`config.mk`:
```
export PLATFORM = sky130hd
export DESIGN_NAME = fxp_mac_pipe
export DESIGN_NICKNAME = d
export VERILOG_FILES = /design/src/rtl/fxp_mac_pipe.sv
export SDC_FILE = /design/constraint.sdc
export NUM_CORES = 2
export LEC_CHECK = 0
export CORE_UTILIZATION = 59
export CTS_CLUSTER_DIAMETER = 30
export DETAILED_ROUTE_END_ITERATION = 12
export GPL_ROUTABILITY_DRIVEN = 0
export PLACE_DENSITY = 0.76
export SETUP_SLACK_MARGIN = 0.15
export SYNTH_ARGS = -nofsm -noshare
export SYNTH_HDL_FRONTEND = slang
export SYNTH_SLANG_ARGS = --single-unit
```
`constraint.sdc`:
```
create_clock -name clk -period 6.9 [get_ports clk]
set_input_delay 1.035 -clock clk [delete_from_list [all_inputs] [get_ports clk]]
set_output_delay 1.035 -clock clk [all_outputs]
set_load 0.01 [all_outputs]
```
`src/rtl/fxp_mac_pipe.sv`:
```
// fxp_mac_pipe -- pipelined signed fixed-point multiply / multiply-accumulate.
//
// Three register stages with one shared stall signal:
//   S1 captures the operands and control bits,
//   S2 holds the full-precision signed product (Na+Nb bits, Pa+Pb fraction),
//   S3 accumulates, rounds half toward +inf to Pout fraction bits, range-checks
//      against Nout bits and registers the result.
// Latency is 3 cycles and throughput is 1 beat/cycle. When the output is held
// (out_valid && !out_ready) every stage freezes, so no beat is dropped or reordered.
//
// Ports:
//   clk, rst_n            clock (rising edge) and asynchronous active-low reset
//   in_valid / in_ready   input handshake; in_ready = !out_valid || out_ready
//   in_a, in_b            signed operands (Na.Pa and Nb.Pb formats)
//   in_mode               0 = multiply only, 1 = multiply-accumulate
//   in_clr                MAC mode only: the accumulator restarts from this product
//   out_valid / out_ready output handshake
//   out_data              signed Nout.Pout result
//   out_ovf               rounded value fell outside the Nout range
//
// Build option: define FXP_MAC_SAT_EN to saturate out_data on overflow;
// otherwise out_data wraps (low Nout bits). The accumulator itself always wraps.

module fxp_mac_pipe #(
  parameter int Na    = 24,
  parameter int Pa    = 20,
  parameter int Nb    = 16,
  parameter int Pb    = 15,
  parameter int Nout  = 24,
  parameter int Pout  = 20,
  parameter int GUARD = 8
) (
  input  logic            clk,
  input  logic            rst_n,
  input  logic            in_valid,
  output logic            in_ready,
  input  logic [Na-1:0]   in_a,
  input  logic [Nb-1:0]   in_b,
  input  logic            in_mode,
  input  logic            in_clr,
  output logic            out_valid,
  input  logic            out_ready,
  output logic [Nout-1:0] out_data,
  output logic            out_ovf
);

  localparam int PW    = Na + Nb;
  localparam int ACC_W = Na + Nb + GUARD;
  localparam int S     = Pa + Pb - Pout;

  // Output range limits, sign-extended to the rounding width (ACC_W+1).
  localparam logic [ACC_W:0] MAXV = {{(ACC_W-Nout+2){1'b0}}, {(Nout-1){1'b1}}};
  localparam logic [ACC_W:0] MINV = {{(ACC_W-Nout+2){1'b1}}, {(Nout-1){1'b0}}};

  logic advance;

  // Stage 1
  logic          s1_v_q;
  logic [Na-1:0] s1_a_q;
  logic [Nb-1:0] s1_b_q;
  logic          s1_mode_q;
  logic          s1_clr_q;

  // Stage 2
  logic          s2_v_q;
  logic [PW-1:0] s2_prod_q;
  logic          s2_mode_q;
  logic          s2_clr_q;
  logic [PW-1:0] prod_d;
  logic [PW-1:0] a_ext;
  logic [PW-1:0] b_ext;

  // Stage 3
  logic [ACC_W-1:0] acc_q;
  logic [ACC_W-1:0] acc_d;
  logic [ACC_W-1:0] prod_ext;
  logic [ACC_W-1:0] acc_sum;
  logic [ACC_W-1:0] value;
  logic [ACC_W:0]   value_x;
  logic [ACC_W:0]   rounded;
  logic             ovf_d;
  logic [Nout-1:0]  out_data_d;
  logic             out_valid_q;
  logic [Nout-1:0]  out_data_q;
  logic             out_ovf_q;

  assign advance   = !out_valid_q || out_ready;
  assign in_ready  = advance;
  assign out_valid = out_valid_q;
  assign out_data  = out_data_q;
  assign out_ovf   = out_ovf_q;

  // ---------------------------------------------------------------- S1
  always_ff @(posedge clk or negedge rst_n) begin
    if (!rst_n) begin
      s1_v_q    <= 1'b0;
      s1_a_q    <= '0;
      s1_b_q    <= '0;
      s1_mode_q <= 1'b0;
      s1_clr_q  <= 1'b0;
    end else if (advance) begin
      s1_v_q    <= in_valid;
      s1_a_q    <= in_a;
      s1_b_q    <= in_b;
      s1_mode_q <= in_mode;
      s1_clr_q  <= in_clr;
    end
  end

  // ---------------------------------------------------------------- S2
  // Both operands are sign-extended to the full product width so the
  // truncated PW-bit product is the exact signed result.
  always_comb begin
    a_ext  = {{Nb{s1_a_q[Na-1]}}, s1_a_q};
    b_ext  = {{Na{s1_b_q[Nb-1]}}, s1_b_q};
    prod_d = a_ext * b_ext;
  end

  always_ff @(posedge clk or negedge rst_n) begin
    if (!rst_n) begin
      s2_v_q    <= 1'b0;
      s2_prod_q <= '0;
      s2_mode_q <= 1'b0;
      s2_clr_q  <= 1'b0;
    end else if (advance) begin
      s2_v_q    <= s1_v_q;
      s2_prod_q <= prod_d;
      s2_mode_q <= s1_mode_q;
      s2_clr_q  <= s1_clr_q;
    end
  end

  // ---------------------------------------------------------------- S3
  always_comb begin
    prod_ext = {{GUARD{s2_prod_q[PW-1]}}, s2_prod_q};
    acc_sum  = acc_q + prod_ext;
    acc_d    = acc_q;
    value    = prod_ext;
    if (s2_mode_q) begin
      value = s2_clr_q ? prod_ext : acc_sum;
      acc_d = value;
    end
    // One extra bit so adding the rounding half can never wrap.
    value_x = {value[ACC_W-1], value};
  end

  if (S > 0) begin : g_round
    localparam logic [ACC_W:0] HALF = {{ACC_W{1'b0}}, 1'b1} << (S - 1);
    assign rounded = $signed(value_x + HALF) >>> S;
  end else begin : g_noround
    assign rounded = value_x;
  end

  always_comb begin
    ovf_d = ($signed(rounded) > $signed(MAXV)) || ($signed(rounded) < $signed(MINV));
`ifdef FXP_MAC_SAT_EN
    if (ovf_d) begin
      out_data_d = rounded[ACC_W] ? {1'b1, {(Nout-1){1'b0}}} : {1'b0, {(Nout-1){1'b1}}};
    end else begin
      out_data_d = rounded[Nout-1:0];
    end
`else
    out_data_d = rounded[Nout-1:0];
`endif
  end

  always_ff @(posedge clk or negedge rst_n) begin
    if (!rst_n) begin
      acc_q       <= '0;
      out_valid_q <= 1'b0;
      out_data_q  <= '0;
      out_ovf_q   <= 1'b0;
    end else if (advance) begin
      out_valid_q <= s2_v_q;
      // Bubbles leave out_data/out_ovf and the accumulator untouched.
      if (s2_v_q) begin
        acc_q      <= acc_d;
        out_data_q <= out_data_d;
        out_ovf_q  <= ovf_d;
      end
    end
  end

endmodule

```
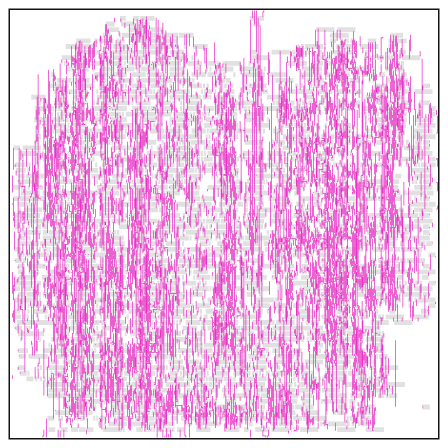
layer_met2.png
Cells faint in the background.
nets with wire on the layer: 2919
longest straight run: 49.6 um
routed wire length: 61300 um
total vias in the final route: 20300
met2 Resource Use GR: 48.6%

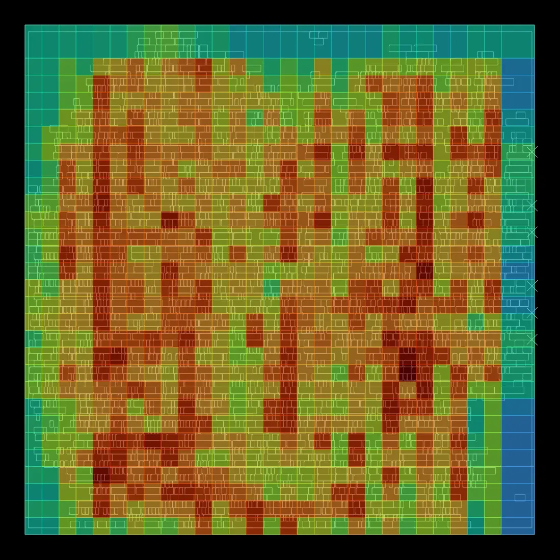
congestion.png
M3 GR Usage: 5.27%
fin util: 66.1%
busiest grt layer: met2
DR WL/cell: 17.4 um
GRT Total Usage: 30.4%

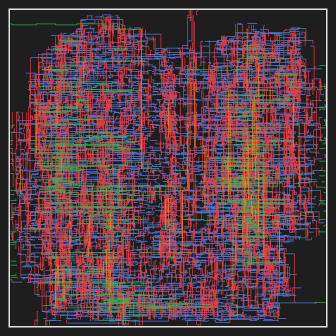
wires.png
[metal 3] green | wire length: 5310 um
[metal 1] blue | wire length: 26.1 mm
[metal 2] red | wire length: 28.1 mm
[metal 4] orange | wire length: 1710 um

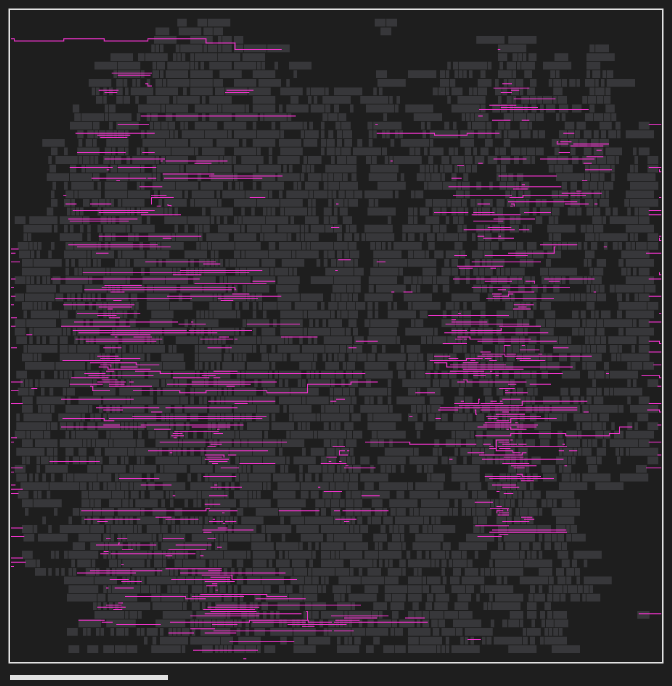
layer_met3.png
The bar under the picture is 50 um long. Cells faint in the background.
longest straight run: 64.9 um
share of all routed wire: 8.7%
nets with wire on the layer: 362
wire length on this layer: 5310 um
main direction: horizontal

==> reports/metrics.csv <==
metric;value;unit
hold_viol;0;
logic_family;adder cells;
clk_share;2.05;%
rr_endpoint;s2_prod_q[31]$_DFFE_PN0N_;
clockBufferDepth;2;
drive_gt1_share;7.65;%
ff_count;160;
synth.cellmix.simpleShare;19.8;%
synth-edff-count;0;
syn_nets;3506;
ys_ff;160;
hold_start;s1_v_q$_DFFE_PN0N_;
die_area;0.0427;mm^2
crit_start;s1_a_q[4]$_DFFE_PN0N_;
dr_wl_met3;5310;um
endpoint;s2_prod_q[31]$_DFFE_PN0N_;
antenna_cells;0;
ys_seq_share;16.2;%
timing.clock.skew;0.0133;ns
die_w;207;um
buffer_area_share;5.60;%
regArea;0.00404;mm^2
syn_area_per_cell;8.41;um^2
maxSlewHeadroom;36.5;%
crit_type;reg2reg;
period_used_share;95.5;%
logic_gates;2178;
grt_pass1_wl;103000;um
path_depth;25;
grt_use_met1;41.7;%
biggestCellCategory;multi-input combinational cells;
grt_max_degree;88;
crit_top_cell;fa_1;
nClkBuffers;19;
adder_share;37.8;%
layout_top_cells;nand2_1 (570), inv_1 (453), fa_1 (370), nor2_1 (141), ha_1 (138);
slowest_stage;fa_1;
failed_checks;DRC;
fillers;3334;
top_cell_area_share;30.4;%
cts-root-buf;clkbuf_16;
worst_slew_pin_slew;0.952;ns
met2WireLength;28100;um
min_path_type;reg2reg;
fmax;152;MHz
htree_levels;4;
worst_r2r_path_depth;25;
cts_buffers;17;
rows;74;
period_needed;6.59;ns
status;complete, but fails checks;
mux_area_share;0.785;%
dr.max_layer_used;met4;
ys_cells;2939;
path_max_fanout;6;
grt.overflow.total;0;
cts_tree;built;
comb_share;68.7;%
antenna_found_initial;0;
fp_util;60.1;%
flop_cell;dfrtp_1;
coreArea;0.0411;mm^2
max_stage_delay;0.59;ns
aoi_share;12.5;%
r2r-start;s1_a_q[4]$_DFFE_PN0N_;
routedLengthMet1;26100;um
syn_area;0.0247;mm^2
regToRegSetupSlack;0.31;ns
dp_slack;-0.0892;ns
clock_sinks;160;
largest_area_cell;fa_1;
end_kind;flop;
drcViolationCount;6;
inverters_excl_clock;457;
numPortBuffers;72;
yosys.cell_count.top_type;nand2_1;
cts_hold_buf;0;
area_leaders;fa_1 (30%), dfrtp_1 (16%), nand2_1 (8.7%);
yosys_warnings;0;
viasPerCell;5.76;
lay_top_count;nand2_1;
state kept, by name (all words and copies together), names as in the netlist:
register and flops:
s2_mode_q 1, s2_prod_q 40, out_data 24, s2_clr_q 1
out_ovf 1, s1_v_q 1, s1_a_q 24, s1_b_q 16
acc_q 48, out_valid 1, s1_clr_q 1, s1_mode_q 1
s2_v_q 1
per-stage QoR:
step	hold slack, ns	instance area (um^2)	cells
3_5_place_dp	0.454	26100	3469
3_3_place_gp	0.449	26100	3469
6_report	0.458	27200	3527
4_1_cts	0.459	26700	3502
2_1_floorplan	0.439	24700	2939
5_1_grt	0.477	27200	3527
